===== src/rtl/mgt_01_booth_mul_seq.sv =====
// Iterative radix-4 Booth multiplier (MUL/MULH/MULHSU/MULHU) with valid/ready, flush and clock enable.
// Optional MGT_01_MUL_ZERO_BYPASS_EN: zero operands skip COMPUTE and complete on the accepting edge.
module mgt_01_booth_mul_seq #(
    parameter int unsigned WIDTH = 32
) (
    input  logic             clk_i,
    input  logic             rst_n_i,
    input  logic             clk_en_i,
    input  logic             flush_i,
    input  logic             valid_i,
    output logic             ready_o,
    input  logic [WIDTH-1:0] multiplier_i,
    input  logic [WIDTH-1:0] multiplicand_i,
    input  logic [1:0]       operation_i,
    output logic             valid_o,
    input  logic             ready_i,
    output logic [WIDTH-1:0] result_o,
    output logic             busy_o
);

    localparam int unsigned ITER = (WIDTH + 2) / 2;
    localparam int unsigned CW   = (ITER > 1) ? $clog2(ITER) : 1;
    localparam int unsigned AW   = WIDTH + 2;
    localparam int unsigned PW   = WIDTH + 3;
    localparam int unsigned TW   = PW + AW + 1;

    typedef enum logic [1:0] {S_IDLE, S_COMPUTE, S_DONE} state_t;

    state_t           r_state;
    state_t           w_state_nxt;
    logic [PW-1:0]    r_p;
    logic [AW-1:0]    r_a;
    logic [AW-1:0]    r_b;
    logic             r_l;
    logic [CW-1:0]    r_cnt;
    logic [1:0]       r_op;
    logic [WIDTH-1:0] r_result;

    logic             w_accept;
    logic             w_fin;
    logic             w_skip;
    logic             w_a_sgn;
    logic             w_b_sgn;
    logic [AW-1:0]    w_a_ext;
    logic [AW-1:0]    w_b_ext;
    logic [PW-1:0]    w_bx;
    logic [PW-1:0]    w_b2;
    logic [PW-1:0]    w_addend;
    logic [PW-1:0]    w_psum;
    logic [TW-1:0]    w_shift;
    logic [WIDTH-1:0] w_res;

    assign ready_o  = clk_en_i & ((r_state == S_IDLE) | ((r_state == S_DONE) & ready_i));
    assign w_accept = valid_i & ready_o & ~flush_i;
    assign w_fin    = (r_state == S_COMPUTE) && (r_cnt == CW'(ITER - 1));
    assign valid_o  = (r_state == S_DONE);
    assign busy_o   = (r_state == S_COMPUTE);
    assign result_o = r_result;

`ifdef MGT_01_MUL_ZERO_BYPASS_EN
    assign w_skip = (multiplier_i == '0) | (multiplicand_i == '0);
`else
    assign w_skip = 1'b0;
`endif

    // Extension lets one signed Booth datapath serve all four signedness combinations.
    assign w_a_sgn = (operation_i == 2'b01) | (operation_i == 2'b10);
    assign w_b_sgn = (operation_i == 2'b01);
    assign w_a_ext = {{2{w_a_sgn & multiplier_i[WIDTH-1]}}, multiplier_i};
    assign w_b_ext = {{2{w_b_sgn & multiplicand_i[WIDTH-1]}}, multiplicand_i};

    assign w_bx = {r_b[AW-1], r_b};
    assign w_b2 = {r_b, 1'b0};

    always_comb begin
        w_addend = '0;
        case ({r_a[1:0], r_l})
            3'b001, 3'b010: w_addend = w_bx;
            3'b011:         w_addend = w_b2;
            3'b100:         w_addend = -w_b2;
            3'b101, 3'b110: w_addend = -w_bx;
            default:        w_addend = '0;
        endcase
    end

    assign w_psum  = r_p + w_addend;
    assign w_shift = TW'($signed({w_psum, r_a, r_l}) >>> 2);
    // w_shift[TW-1:1] is the next {P,A}; the product is its low 2*WIDTH bits.
    assign w_res   = (r_op == 2'b00) ? w_shift[WIDTH:1] : w_shift[2*WIDTH:WIDTH+1];

    always_comb begin
        w_state_nxt = r_state;
        case (r_state)
            S_IDLE: begin
                if (w_accept) w_state_nxt = w_skip ? S_DONE : S_COMPUTE;
            end
            S_COMPUTE: begin
                if (w_fin) w_state_nxt = S_DONE;
            end
            S_DONE: begin
                if (w_accept)     w_state_nxt = w_skip ? S_DONE : S_COMPUTE;
                else if (ready_i) w_state_nxt = S_IDLE;
            end
            default: w_state_nxt = S_IDLE;
        endcase
    end

    always_ff @(posedge clk_i or negedge rst_n_i) begin
        if (!rst_n_i) begin
            r_state <= S_IDLE;
        end else if (flush_i) begin
            r_state <= S_IDLE;
        end else if (clk_en_i) begin
            r_state <= w_state_nxt;
        end
    end

    always_ff @(posedge clk_i or negedge rst_n_i) begin
        if (!rst_n_i) begin
            r_p      <= '0;
            r_a      <= '0;
            r_b      <= '0;
            r_l      <= 1'b0;
            r_cnt    <= '0;
            r_op     <= '0;
            r_result <= '0;
        end else if (clk_en_i && !flush_i) begin
            if (w_accept) begin
                r_p   <= '0;
                r_a   <= w_a_ext;
                r_b   <= w_b_ext;
                r_l   <= 1'b0;
                r_cnt <= '0;
                r_op  <= operation_i;
                if (w_skip) r_result <= '0;
            end else if (r_state == S_COMPUTE) begin
                r_p   <= w_shift[TW-1:AW+1];
                r_a   <= w_shift[AW:1];
                r_l   <= w_shift[0];
                r_cnt <= r_cnt + 1'b1;
                if (w_fin) r_result <= w_res;
            end
        end
    end

endmodule


===== config.mk =====
export PLATFORM = sky130hd
export DESIGN_NAME = mgt_01_booth_mul_seq
export DESIGN_NICKNAME = d
export VERILOG_FILES = /design/src/rtl/mgt_01_booth_mul_seq.sv
export SDC_FILE = /design/constraint.sdc
export NUM_CORES = 1
export LEC_CHECK = 0
export CORE_MARGIN = 1
export CORE_UTILIZATION = 40
export DETAILED_ROUTE_END_ITERATION = 8
export DONT_BUFFER_PORTS = 1
export PLACE_DENSITY = 0.54
export SLEW_MARGIN = 15
export SYNTH_ARGS = -nofsm -noshare
export SYNTH_HDL_FRONTEND = slang
export SYNTH_SLANG_ARGS = --single-unit

===== constraint.sdc =====
create_clock -name clk_i -period 9.8 [get_ports clk_i]
set_input_delay 2.94 -clock clk_i [delete_from_list [all_inputs] [get_ports clk_i]]
set_output_delay 2.94 -clock clk_i [all_outputs]
set_load 0.1 [all_outputs]

==> out/results.ini <==
[outcome]
status = completed

[yosys]
yosysMostFrequentCell = nand2_1
synth_cell_type_count = 71
ff_type = dfrtp_1
netlist_area_um2 = 9360
syn_area_per_cell_um2 = 8.48

[clock_network]
h-tree-depth = 4
cts_tree = built

[final_timing]
finalSetupViolCount = 0
final.setup_skew_ps = 15.4

[worst_setup_path]
timing.rr.start = r_b[0]$_DFFE_PN0P_
crit_slowest_cell = a21boi_2
worstSetupPathType = in2out
r2r-end = r_p[31]$_DFFE_PN0P_
crit_path_start = clk_en_i

[drt]
antenna_left = 0
drt-pass1-iter-count = 6
vias_per_cell = 5.69

[floorplanning]
initCoreUtil = 0.411

[hold_path]
hold-path-endpoint = r_p[20]$_DFFE_PN0P_

[pwr]
pwr-share-clk = 0.217

area by class of cell:
cell class	instances	area [um2]
clock buffer	18	439
clock inverter	14	143
fill	2279	12600
inverter	14	52.6
multi-input combinational	873	5510
sequential	142	3550
tap	313	392
timing repair buffer	9	67.6
registers in the layout (all words and copies together) (netlist names):
register,cells
r_op,2
r_state,2
r_p,33
r_a,34
result_o,32
r_cnt,5
r_b,33
r_l,1
routing by layer:
| metal | global-route usage | part of all wire | vias up |
|---|---|---|---|
| met2 | 0.336 | 0.44 | 169 |
| met5 | 0 | 0 | - |
| met4 | 0.0500 | 0.0064 | 0 |
| li1 | - | - | 3857 |
| met1 | 0.323 | 0.50 | 3826 |
| met3 | 0.0429 | 0.049 | 14 |
layout by cell type (no fill, tap or decap), types with 4 or more instances in the layout:
cell	count
nand2b_1	4
or2_2	4
inv_6	4
a221o_1	4
mux2_2	31
a22o_1	26
nand2_1	206
a21oi_1	60
nor3_1	17
buf_4	9
mux2i_1	4
xor2_1	27
and3_1	6
nor2_1	108
or3_1	12
ha_1	38
clkbuf_16	17
o21a_1	7
a22oi_1	32
nor2b_1	8
o211ai_1	4
a21o_1	16
nand3_1	26
a31oi_1	29
inv_1	14
nand4_1	6
o311ai_0	7
o21ai_0	65
inv_8	6
a221oi_1	12
dfrtp_1	142
xnor2_1	40
cells by family (layout without fill, tap and decap cells):
| kind of cell | count (synthesis) | in the layout |
|---|---|---|
| compound gates | 302 | 302 |
| xor+xnor | 68 | 68 |
| fa+ha+maj | 39 | 39 |
| buf+inv | 89 | 55 |
| flops | 142 | 142 |
| mux | 35 | 35 |
| simple gates | 429 | 429 |
per-stage QoR:
step	setup WS (ps)	total power, W
after CTS	2780	0.00301
final	2780	0.00300
after detailed placement	2790	0.00234
after global placement	2810	0.00233
after global routing	2740	0.00322
after floorplan	1500	0.00196
==> images/placement.png <==
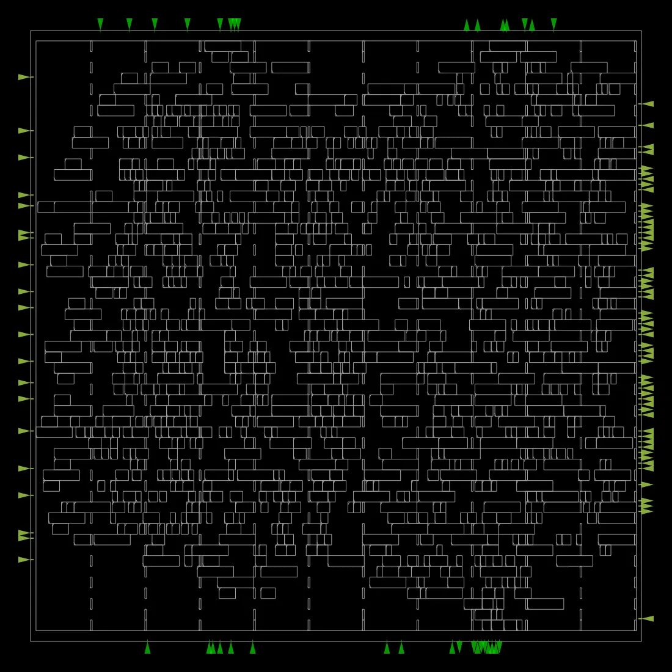
sequential share of cell area: 0.350
core area: 22800 um2
fill count: 2279

==> images/layer_met2.png <==
Scale: 3 px per um.
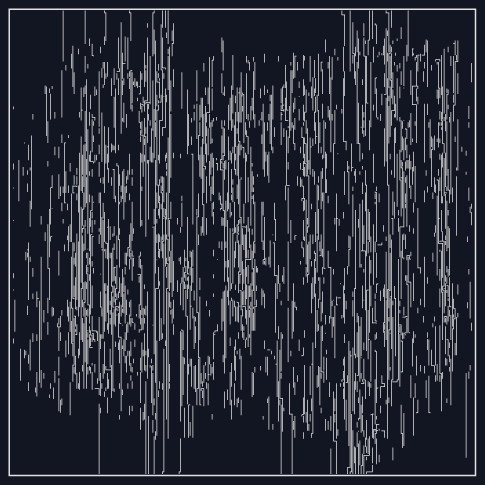
main direction	vertical
nets with wire on the layer	895
longest straight run	51.3 um
met2 Usage GRT: 0.336
via count: 7866
final wirelength: 26.0 mm

Power and IR drop assume default switching activity.
